**Local utilization**

7 x 5 tiles, from white (low) to dark blue (high), 0 to 100% covered.
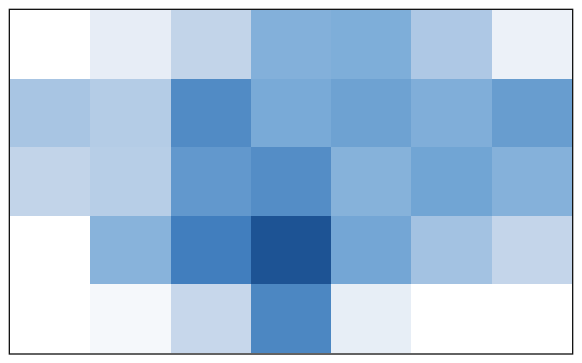
**Signal wires on met1**

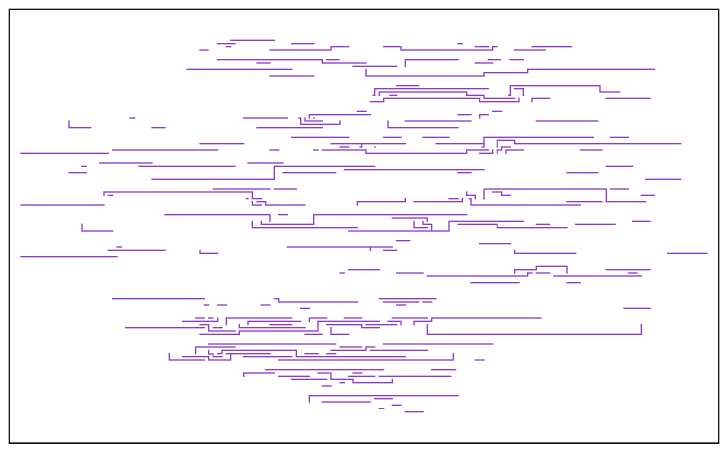
==> src/rtl/bit_stream_pkg.sv <==
// bit_stream_pkg: types and defaults shared by the serializer and the pattern detector
package bit_stream_pkg;
  typedef enum logic {ST_IDLE, ST_SHIFT} ser_state_t;
  localparam int BS_DEFAULT_W = 8;
endpackage

==> src/rtl/bit_stream_serializer_if.sv <==
// bit_stream_serializer_if: word handshake in, serial bit stream and status out
interface bit_stream_serializer_if import bit_stream_pkg::*; #(
  parameter int DATA_W = BS_DEFAULT_W
);
  logic [DATA_W-1:0] in_data;
  logic              in_valid;
  logic              in_ready;
  logic              dout;
  logic              dout_valid;
  logic              busy;
  logic              word_done;
  modport master (output in_data, in_valid, input in_ready, dout, dout_valid, busy, word_done);
  modport slave  (input in_data, in_valid, output in_ready, dout, dout_valid, busy, word_done);
endinterface

==> src/rtl/bit_tick_gen.sv <==
// bit_tick_gen: divides clk into bit periods of DIV cycles, tick on the last cycle of each
module bit_tick_gen #(
  parameter int DIV = 1
) (
  input  logic clk,
  input  logic rst_n,
  input  logic clr,
  input  logic en,
  output logic tick
);
  localparam int CW = DIV > 1 ? $clog2(DIV) : 1;
  localparam logic [CW-1:0] LAST = CW'(DIV - 1);
  logic [CW-1:0] cnt_q, cnt_d;
  assign tick = en && cnt_q == LAST;
  always_comb cnt_d = (clr || tick) ? '0 : en ? cnt_q + 1'b1 : cnt_q;
  always_ff @(posedge clk or negedge rst_n)
    if (!rst_n) cnt_q <= '0;
    else        cnt_q <= cnt_d;
endmodule

==> src/rtl/bit_stream_serializer.sv <==
// bit_stream_serializer: parallel words in on valid/ready, one bit per bit period out,
// with a one-word holding register so consecutive words stream without gap bits
module bit_stream_serializer import bit_stream_pkg::*; #(
  parameter int DATA_W    = BS_DEFAULT_W,
  parameter bit MSB_FIRST = 1'b1,
  parameter int DIV       = 1,
  parameter bit IDLE_BIT  = 1'b0
) (
  input logic                      clk,
  input logic                      rst_n,
  bit_stream_serializer_if.slave   bus
);
  localparam int BW = $clog2(DATA_W);
  localparam logic [BW-1:0] LAST_BIT = BW'(DATA_W - 1);
  localparam logic [DATA_W-1:0] FILL = {DATA_W{IDLE_BIT}};
  ser_state_t        state_q, state_d;
  logic              hold_full_q, hold_full_d;
  logic [DATA_W-1:0] hold_q, hold_d, sh_q, sh_d, sh_next;
  logic [BW-1:0]     bit_cnt_q, bit_cnt_d;
  logic              tick, accept, last, load;
  bit_tick_gen #(.DIV(DIV)) u_tick (
    .clk  (clk),
    .rst_n(rst_n),
    .clr  (state_q == ST_IDLE),
    .en   (state_q == ST_SHIFT),
    .tick (tick)
  );
  // the current bit always sits at the output end of the shifter, idle bits fill in behind it
  assign sh_next = MSB_FIRST ? {sh_q[DATA_W-2:0], IDLE_BIT} : {IDLE_BIT, sh_q[DATA_W-1:1]};
  always_comb begin
    accept      = bus.in_valid && !hold_full_q;
    last        = tick && bit_cnt_q == LAST_BIT;
    load        = hold_full_q && (state_q == ST_IDLE || last);
    state_d     = load ? ST_SHIFT : last ? ST_IDLE : state_q;
    hold_full_d = accept || (hold_full_q && !load);
    hold_d      = accept ? bus.in_data : hold_q;
    bit_cnt_d   = load ? '0 : tick ? (last ? '0 : bit_cnt_q + 1'b1) : bit_cnt_q;
    sh_d        = load ? hold_q : last ? FILL : tick ? sh_next : sh_q;
  end
  always_ff @(posedge clk or negedge rst_n)
    if (!rst_n) begin
      state_q     <= ST_IDLE;
      hold_full_q <= 1'b0;
      hold_q      <= '0;
      sh_q        <= FILL;
      bit_cnt_q   <= '0;
    end else begin
      state_q     <= state_d;
      hold_full_q <= hold_full_d;
      hold_q      <= hold_d;
      sh_q        <= sh_d;
      bit_cnt_q   <= bit_cnt_d;
    end
  assign bus.in_ready   = !hold_full_q;
  assign bus.dout       = MSB_FIRST ? sh_q[DATA_W-1] : sh_q[0];
  assign bus.dout_valid = state_q == ST_SHIFT;
  assign bus.busy       = state_q == ST_SHIFT || hold_full_q;
  assign bus.word_done  = last;
endmodule

==> src/flat_wrapper.sv <==
// flat-port wrapper written by rule: the top's interface ports become plain ports
module bit_stream_serializer_flat import bit_stream_pkg::*;
#(
  parameter int DATA_W    = BS_DEFAULT_W,
  parameter bit MSB_FIRST = 1'b1,
  parameter int DIV       = 1,
  parameter bit IDLE_BIT  = 1'b0
)
  (clk, rst_n, bus_in_data, bus_in_valid, bus_in_ready, bus_dout, bus_dout_valid, bus_busy, bus_word_done);
  bit_stream_serializer_if #(.DATA_W(DATA_W)) bus_i ();
  input logic clk;
  input logic rst_n;
  input wire logic [$bits(bus_i.in_data)-1:0] bus_in_data;
  input wire logic [$bits(bus_i.in_valid)-1:0] bus_in_valid;
  output wire logic [$bits(bus_i.in_ready)-1:0] bus_in_ready;
  output wire logic [$bits(bus_i.dout)-1:0] bus_dout;
  output wire logic [$bits(bus_i.dout_valid)-1:0] bus_dout_valid;
  output wire logic [$bits(bus_i.busy)-1:0] bus_busy;
  output wire logic [$bits(bus_i.word_done)-1:0] bus_word_done;
  assign bus_i.in_data = bus_in_data;
  assign bus_i.in_valid = bus_in_valid;
  assign bus_in_ready = bus_i.in_ready;
  assign bus_dout = bus_i.dout;
  assign bus_dout_valid = bus_i.dout_valid;
  assign bus_busy = bus_i.busy;
  assign bus_word_done = bus_i.word_done;
  bit_stream_serializer #(.DATA_W(DATA_W), .MSB_FIRST(MSB_FIRST), .DIV(DIV), .IDLE_BIT(IDLE_BIT)) u_core (.clk(clk), .rst_n(rst_n), .bus(bus_i));
endmodule
==> config.mk <==
export PLATFORM = sky130hd
export DESIGN_NAME = bit_stream_serializer_flat
export DESIGN_NICKNAME = d
export VERILOG_FILES = /design/src/rtl/bit_stream_pkg.sv /design/src/rtl/bit_stream_serializer_if.sv /design/src/rtl/bit_tick_gen.sv /design/src/rtl/bit_stream_serializer.sv /design/src/flat_wrapper.sv
export SDC_FILE = /design/constraint.sdc
export NUM_CORES = 1
export LEC_CHECK = 0
export ABC_CLOCK_PERIOD_IN_PS = 1400
export CORE_ASPECT_RATIO = 0.6
export CORE_UTILIZATION = 30
export CTS_CLUSTER_SIZE = 30
export DETAILED_ROUTE_END_ITERATION = 12
export DONT_BUFFER_PORTS = 1
export PLACE_DENSITY = 0.46
export SLEW_MARGIN = 0
export SYNTH_ARGS = -nofsm -noshare
export SYNTH_HDL_FRONTEND = slang
export SYNTH_SLANG_ARGS = --single-unit
==> constraint.sdc <==
create_clock -name clk -period 1.4 [get_ports clk]
set_clock_uncertainty 0.1 [all_clocks]
set_input_delay 0.42 -clock clk [delete_from_list [all_inputs] [get_ports clk]]
set_output_delay 0.42 -clock clk [all_outputs]
set_load 0.02 [all_outputs]
==> impl_metrics.ini <==
; physical design summary
[synth]
ys_warn_count = 0
numSynthFlops = 22
fp_nets = 88
ys_types = 24
ys_seq_share = 0.581
ys_area_um2 = 947
ys_async_sr_fraction = 1.00
synth_area_per_cell_um2 = 12.6
ys.flop_type = dfrtp_1
syn-cell-area_um2 = 947
edf_count = 0
syn_inst = 75

[setup_path]
required_ps = 880
slowest_delay_ps = 380
end_kind = output pin
critPathLaunchType = flip-flop
path_max_fanout = 2
path_class = flip-flop to output pin
critPathSlowestCell = dfrtp_1
path_cells = ha_2, ha_4, nor3b_4
arrival_ps = 1240

[drt]
firstDrtPassIters = 4
avgViaCountPerCell = 4.75
ant_nets = 0
routed_wl_um = 1920
via_count = 636
drcViolationCount = 0
wl_per_cell_um = 14.3

[place]
portBuffers = 0
dp_cells = 127
pre_cts_ws_ps = -142
routabilityCongestion = 0.808
place_hpwl_um = 1300

[power_and_ir_drop]
total_power_mw = 2.21
power_leakage_nw = 0.561
irDropWorstVdd_uv = 574

[floorplan]
chip_area_mm2 = 0.00339
ios = 16
die_w_um = 74.5
dieHeight_um = 45.5
rows = 15
coreArea_mm2 = 0.00293

[timing]
hold_viol_final = 0
timing.final.crit_share = 1.26
setup_tns_ps = -2300
setup_viol_count_final = 15
fin_crit_ps = 1760
tightest_slew_ps = 1010
rsz0062_at_grt = true
max_slew_margin = 0.327
worst_slack_ps = -364

[worst_hold_path]
hp-class = input port to flip-flop

[clock_tree]
tritoncts = yes
cts_buffer_depth = 2
cts_made_buffers = 3
cts_sinks = 22
htreeDepth = 1
insertion_delay_ps = 260
clockRootBuffer = clkbuf_8
clkSlewWorstSetupHoldPaths_ps = 80

[status]
violations = setup timing
status = finished, violations left

[final_layout]
final_cell_mix = 20 x dfrtp_1, 11 x buf_4, 8 x mux2_2
area_growth_pct = 33.4
regArea_um2 = 553
stdcell_count = 134
drive_gt1_frac = 0.446
logic_area_um2 = 462
nNetsFinal = 106
lay_top_count = dfrtp_1
diodes = 0

[global_route]
grt_pass1_wl_um = 3110
grt_pass1_vias = 602
antenna_found_initial = 0
grt_use_total = 0.130
grt_max_degree = 23

[run]
maxCapViolCount = 0
warnings = 29
Notes on 'local utilization' above:
fullest tile: 86%
tiles over 75% full: 2.9%
nearly empty tiles: 14%
mean over tiles: 36%

Notes on 'signal wires on met1' above:
share of all routed wire: 56%
main direction: horizontal
nets with wire on the layer: 92

where the power goes:
| part | switching, mW | leakage [nW] | total (mW) | internal (mW) |
|---|---|---|---|---|
| Combinational | 0.290 | 0.268 | 0.753 | 0.462 |
| Clock | 0.199 | 0.0228 | 0.402 | 0.203 |
| Sequential | 0.180 | 0.269 | 1.06 | 0.879 |
worst paths after layout:
| path | start | to | slack, ps | cells past startpoint |
|---|---|---|---|---|
| max in group asynchronous | rst_n | u_core.bus.dout_valid$_DFFE_PN0P_ | 230 | 1 |
| setup / recovery | u_core.bit_cnt_q[0]$_DFFE_PN0P_ | bus_word_done | -360 | 3 |
| min in group asynchronous | rst_n | u_core.hold_q[2]$_DFFE_PN0P_ | 290 | 1 |
| setup reg to reg | u_core.bit_cnt_q[0]$_DFFE_PN0P_ | u_core.sh_q[3]$_DFFE_PN0P_ | -220 | 6 |
| hold / removal | bus_in_data[1] | u_core.hold_q[1]$_DFFE_PN0P_ | 200 | 1 |
| hold reg to reg | u_core.sh_q[0]$_DFFE_PN0P_ | u_core.sh_q[0]$_DFFE_PN0P_ | 400 | 1 |
registers in the layout (all words and copies together) (netlist names):
signal,cells
u_core.sh_q,8
u_core.bit_cnt_q,3
u_core.bus.dout_valid,1
u_core.hold_q,8
u_core.hold_full_q,1
u_core.u_tick.cnt_q,1
stage by stage:
step            util  hold slack [ps]  cell area [um^2]
2_1_floorplan      -             24.4               990
3_3_place_gp   0.388             24.9              1130
3_5_place_dp   0.388             24.9              1130
4_1_cts        0.421              196              1230
5_1_grt        0.432              193              1260
6_report       0.432              202              1260
layer usage:
metal,vias up,share of wire,global-route usage
met1,314,0.56,0.204
met3,2,0.054,0.0465
met4,0,0.0042,0.0340
li1,307,-,-
met2,13,0.38,0.160
met5,-,0,0
Yosys cell counts (2+ instances only):
cell,instances,area share
dfrtp_1,22,0.58
mux2_2,8,0.095
a221o_1,7,0.074
and2_1,7,0.046
nand2_1,4,0.016
inv_1,3,0.012
a21oi_1,2,0.011
a22oi_1,2,0.016
buf_2,2,0.011
ha_1,2,0.026
nor2_1,2,0.0079
o21ai_0,2,0.011
cell families after synthesis:
logic type / share of synthesized area
simple gates: 0.119
other cells: 0.00396
fa+ha+maj: 0.0264
buf+inv: 0.0225
flops: 0.581
mux: 0.0951
compound gates: 0.152
final cells by class:
class	instances	area share
multi-input cells	48	0.365
inverters	3	0.0109
flip-flops and latches	22	0.438
repair buffers	15	0.109
well taps	42	0.0416
clock buffers	4	0.0356
what timing repair did:
action | 4_1_cts | 5_1_grt
pin swaps | 2 | 3
hold buffers | 1 | 0
setup buffers | 2 | 1
gates resized | 14 | 5
setup endpoints to repair | 14 | 37
endpoints found under the hold margin | 22 | 0
critical path: cells and delay by family, from the launching register on:
| family | cells | cell delay (ps) |
|---|---|---|
| flip-flops | 1 | 380 |
| AND/OR/NAND/NOR | 1 | 280 |
| adder cells (fa/ha/maj) | 2 | 320 |
No activity file was given, so power comes from the tool's default toggle rates.
